<file path="src/rtl/stim_sequencer.sv">
// Stimulus sequencer: holds the DUT in reset, then builds LCG stimulus vectors one
// 32-bit word per cycle, applies each atomically and folds the response into a signature.
module stim_sequencer #(
  parameter int IN_W    = 137,
  parameter int OUT_W   = 159,
  parameter int CNT_W   = 16,
  parameter int RST_CYC = 2
) (
  input  logic             clk,
  input  logic             rst_n,
  input  logic             start,
  input  logic [31:0]      seed,
  input  logic [CNT_W-1:0] cycles,
  output logic             busy,
  output logic             done,
  output logic             dut_rst_n,
  output logic [IN_W-1:0]  in_flat,
  input  logic [OUT_W-1:0] out_flat,
  output logic [31:0]      signature,
  output logic [CNT_W-1:0] vec_cnt
);

  localparam int NWORDS  = (IN_W + 31) / 32;
  localparam int IN_PAD  = NWORDS * 32;
  localparam int OCHUNKS = (OUT_W + 31) / 32;
  localparam int OUT_PAD = OCHUNKS * 32;
  localparam int WIDX_W  = (NWORDS > 1) ? $clog2(NWORDS) : 1;
  localparam logic [WIDX_W-1:0] LAST_WORD = WIDX_W'(NWORDS - 1);
  localparam logic [3:0]        RST_LAST  = 4'(RST_CYC - 1);

  typedef enum logic [2:0] {
    S_IDLE  = 3'd0,
    S_RESET = 3'd1,
    S_GEN   = 3'd2,
    S_APPLY = 3'd3,
    S_DONE  = 3'd4
  } state_e;

  function automatic logic [31:0] lcg_step(input logic [31:0] r);
    return r * 32'h41C6_4E6D + 32'h0000_3039;
  endfunction

  // The top chunk is narrower than 32 bits and is zero-extended by the padding.
  function automatic logic [31:0] fold_resp(input logic [OUT_W-1:0] v);
    logic [OUT_PAD-1:0] p;
    logic [31:0]        acc;
    p   = OUT_PAD'(v);
    acc = 32'h0000_0000;
    for (int i = 0; i < OCHUNKS; i++) begin
      acc = acc ^ p[i*32 +: 32];
    end
    return acc;
  endfunction

  state_e              state_q, state_d;
  logic [31:0]         rng_q, rng_d, rng_n;
  logic [IN_PAD-1:0]   shadow_q, shadow_d;
  logic [IN_W-1:0]     in_flat_q, in_flat_d;
  logic [31:0]         sig_q, sig_d;
  logic [CNT_W-1:0]    vec_cnt_q, vec_cnt_d;
  logic [CNT_W-1:0]    target_q, target_d;
  logic [3:0]          rst_cnt_q, rst_cnt_d;
  logic [WIDX_W-1:0]   widx_q, widx_d;
  logic                busy_q, busy_d;
  logic                done_q, done_d;
  logic                dut_rst_n_q, dut_rst_n_d;

  // Next-state and datapath updates for the run sequence.
  always_comb begin
    state_d   = state_q;
    rng_d     = rng_q;
    shadow_d  = shadow_q;
    in_flat_d = in_flat_q;
    sig_d     = sig_q;
    vec_cnt_d = vec_cnt_q;
    target_d  = target_q;
    rst_cnt_d = rst_cnt_q;
    widx_d    = widx_q;
    rng_n     = lcg_step(rng_q);
    case (state_q)
      S_IDLE: begin
        if (start) begin
          state_d   = S_RESET;
          rng_d     = seed;
          target_d  = cycles;
          sig_d     = 32'h0000_0000;
          vec_cnt_d = '0;
          rst_cnt_d = 4'd0;
        end else begin
          state_d = S_IDLE;
        end
      end
      S_RESET: begin
        if (rst_cnt_q == RST_LAST) begin
          widx_d  = '0;
          state_d = (target_q == '0) ? S_DONE : S_GEN;
        end else begin
          rst_cnt_d = rst_cnt_q + 4'd1;
        end
      end
      S_GEN: begin
        rng_d = rng_n;
        for (int k = 0; k < NWORDS; k++) begin
          shadow_d[k*32 +: 32] = (widx_q == WIDX_W'(k)) ? rng_n : shadow_q[k*32 +: 32];
        end
        // The visible vector is only replaced once every word of it is fresh.
        if (widx_q == LAST_WORD) begin
          state_d   = S_APPLY;
          in_flat_d = shadow_d[IN_W-1:0];
        end else begin
          widx_d = widx_q + WIDX_W'(1);
        end
      end
      S_APPLY: begin
        sig_d     = {sig_q[30:0], sig_q[31]} ^ fold_resp(out_flat);
        vec_cnt_d = vec_cnt_q + CNT_W'(1);
        widx_d    = '0;
        state_d   = (vec_cnt_d == target_q) ? S_DONE : S_GEN;
      end
      S_DONE: begin
        state_d = S_IDLE;
      end
      default: begin
        state_d = S_IDLE;
      end
    endcase
  end

  // Status outputs are decoded from the next state so they register alongside it.
  always_comb begin
    busy_d      = 1'b0;
    done_d      = 1'b0;
    dut_rst_n_d = 1'b1;
    case (state_d)
      S_RESET: begin
        busy_d      = 1'b1;
        dut_rst_n_d = 1'b0;
      end
      S_GEN:   busy_d = 1'b1;
      S_APPLY: busy_d = 1'b1;
      S_DONE:  done_d = 1'b1;
      S_IDLE:  busy_d = 1'b0;
      default: busy_d = 1'b0;
    endcase
  end

  // State and datapath registers with synchronous active-low reset.
  always_ff @(posedge clk) begin
    if (!rst_n) begin
      state_q     <= S_IDLE;
      rng_q       <= 32'h0000_0000;
      shadow_q    <= '0;
      in_flat_q   <= '0;
      sig_q       <= 32'h0000_0000;
      vec_cnt_q   <= '0;
      target_q    <= '0;
      rst_cnt_q   <= 4'd0;
      widx_q      <= '0;
      busy_q      <= 1'b0;
      done_q      <= 1'b0;
      dut_rst_n_q <= 1'b0;
    end else begin
      state_q     <= state_d;
      rng_q       <= rng_d;
      shadow_q    <= shadow_d;
      in_flat_q   <= in_flat_d;
      sig_q       <= sig_d;
      vec_cnt_q   <= vec_cnt_d;
      target_q    <= target_d;
      rst_cnt_q   <= rst_cnt_d;
      widx_q      <= widx_d;
      busy_q      <= busy_d;
      done_q      <= done_d;
      dut_rst_n_q <= dut_rst_n_d;
    end
  end

  assign busy      = busy_q;
  assign done      = done_q;
  assign dut_rst_n = dut_rst_n_q;
  assign in_flat   = in_flat_q;
  assign signature = sig_q;
  assign vec_cnt   = vec_cnt_q;

endmodule

</file>
<file path="config.mk">
export PLATFORM = sky130hd
export DESIGN_NAME = stim_sequencer
export DESIGN_NICKNAME = d
export VERILOG_FILES = /design/src/rtl/stim_sequencer.sv
export SDC_FILE = /design/constraint.sdc
export NUM_CORES = 2
export LEC_CHECK = 0
export ABC_CLOCK_PERIOD_IN_PS = 7300
export CORE_AREA = 2 2 253 255
export DETAILED_ROUTE_END_ITERATION = 12
export DIE_AREA = 0 0 255 257
export GPL_TIMING_DRIVEN = 1
export PLACE_DENSITY = 0.6
export SYNTH_ARGS = -nofsm -noshare
export SYNTH_HDL_FRONTEND = slang
export SYNTH_SLANG_ARGS = --single-unit
</file>
<file path="constraint.sdc">
create_clock -name clk -period 7.3 [get_ports clk]
set_input_delay 1.46 -clock clk [delete_from_list [all_inputs] [get_ports clk]]
set_output_delay 1.46 -clock clk [all_outputs]
set_load 0.05 [all_outputs]
</file>
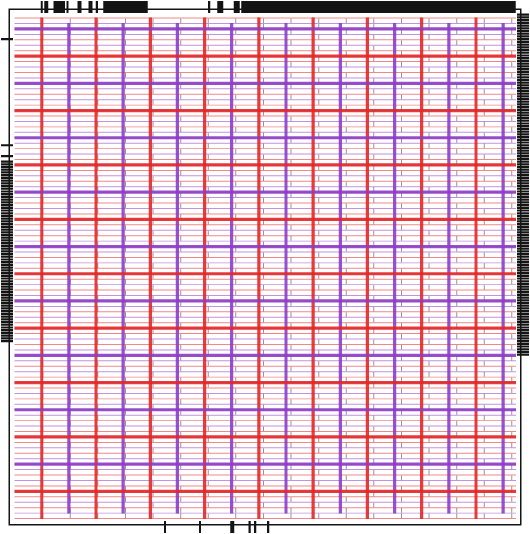
(power grid)
(2 px per um) Pins as bars on the die edge. Tap cells in grey.
[red] VSS
[purple] VDD
rows: 92
signal pins: 398
met4 straps: 18
met1 rails: 93
Core Area: 62740 sq um
worst vdd ir: 0.7929 mV
Die Wd: 255 um

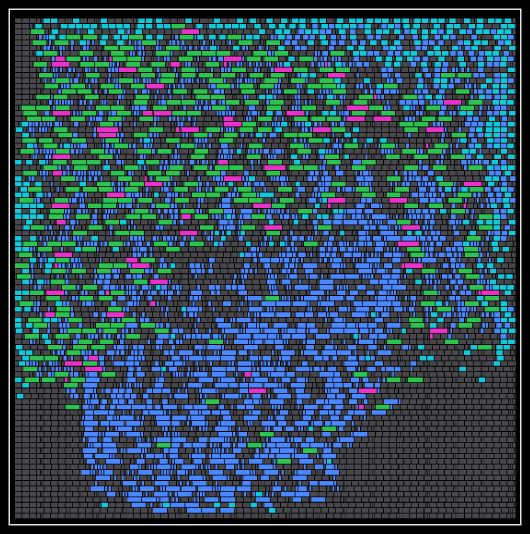
(placed cells, one colour a class)
(2 px per um) Fill, decap, tap and diode cells in grey.
[cyan] other buffers and delay cells | cells: 435
[magenta] clock drivers and dummy loads | cells: 75
[blue] combinational and other logic | cells: 2423
[green] flops | cells: 374

==> impl_metrics.csv <==
group,metric,value,unit
outcome,status,"finished, final reports clean",
cells_and_area,largest_class,"logic gates",
final_timing,period_minus_slack,6.967,ns
logic_synthesis,synthArstFlopShare,0,%
die,core_util_floorplan,39.72,%
clock_network,cts_tree,"yes",
cells_and_area,stdcell_area,31190,sq um
placement,dp_hpwl,65290,um
clock_network,cts_hold_buffers,0,
power_and_ir_drop,power.density,492.4,nW/um^2
detailed_routing,drtIter0Drc,1420,
power_and_ir_drop,finalPower,15.36,mW
clock_network,cts_max_path_buffers,3,
cells_and_area,buffer_area_share,13.68,%
logic_synthesis,largest_area_cell,"dfxtp_1",
worst_hold_path,holdCritPathClass,"register to register",
logic_synthesis,top_area_share,30.04,%
cells_and_area,n_antenna_cell,1,
cells_and_area,comb_cells,2015,
die,tap_cells,846,
final_timing,tns,0,ns
flow_run,warning_count,46,
logic_synthesis,synthDistinctLibCells,70,
global_routing,grt-ovfl-total,0,
cells_and_area,sh_seq_area,24.02,%
logic_synthesis,synth_nets,3555,
critical_path,critPathTopFamily,"adder cells",
critical_path,reg2regPathDepth,22,
worst_hold_path,hold_depth,2,
cells_and_area,final_layout_size_suffix_gt1_share,4.566,%
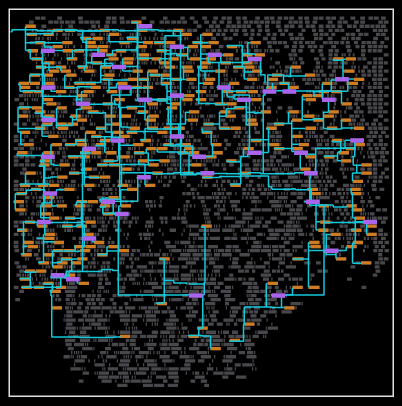
(routed clock nets over the placement)
(1.5 px per um)
[cyan] clock wires | length: 5280 um
[purple] clock drivers | count: 42
[orange] flip-flops | count: 374
routed clock nets: 43
Clk network pwr share: 14.1%
Worst Clk Skew: 0.05711 ns
clk pwr: 2.17 mW

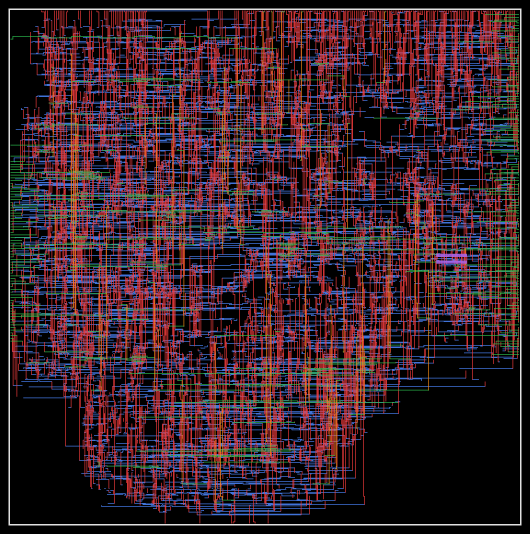
(wiring by layer)
(2 px per um)
[blue] metal 1 | wire length: 35.5 mm
[purple] metal 5 | wire length: 27.6 um
[orange] metal 4 | wire length: 2960 um
[green] metal 3 | wire length: 5740 um
[red] metal 2 | wire length: 41.0 mm

[power by group]
group,internal [mW],switching [mW],leakage (nW)
registers,2.10,0.0806,3.02
logic,3.89,7.12,9.23
clock network,1.24,0.925,0.695
total,7.23,8.13,12.9
[worst paths after layout]
path	start	endpoint	slack, ns
min reg2reg	shadow_q[10]$_SDFFE_PN0P_	in_flat[10]$_SDFFE_PN0P_	0.45
min	shadow_q[10]$_SDFFE_PN0P_	in_flat[10]$_SDFFE_PN0P_	0.45
max	rng_q[7]$_SDFFE_PN0P_	in_flat[122]$_SDFFE_PN0P_	0.33
max reg2reg	rng_q[7]$_SDFFE_PN0P_	in_flat[122]$_SDFFE_PN0P_	0.33
[registers in the layout, indices dropped and copies added (netlist names)]
name,count
signature,32
shadow_q,128
rng_q,32
target_q,16
vec_cnt,16
done,1
busy,1
widx_q,3
dut_rst_n,1
state_q,3
in_flat,137
rst_cnt_q,4
[metal layers]
| metal | share of wire [%] | global-route usage (%) | routed length, um |
|---|---|---|---|
| met1 | 42 | 33.03 | 35530 |
| met3 | 6.7 | 4.380 | 5739 |
| met4 | 3.5 | 8.707 | 2960 |
| met2 | 48 | 44.07 | 41010 |
| met5 | 0.032 | 0 | 27 |
[cell families (layout without fill, tap and decap cells)]
kind of cell	count (synthesis)	count (layout)	synth area share [%]
buffers and inverters	555	918	8.420
other	0	1	0
xor gates and xnor gates	246	246	8.645
DFF	374	374	30.04
AOI/OAI and AO/OA	554	554	13.19
adders and majority gates	401	401	25.77
muxes	8	8	0.3414
and+or+nand+nor	806	806	13.60
Power and IR drop assume default switching activity.
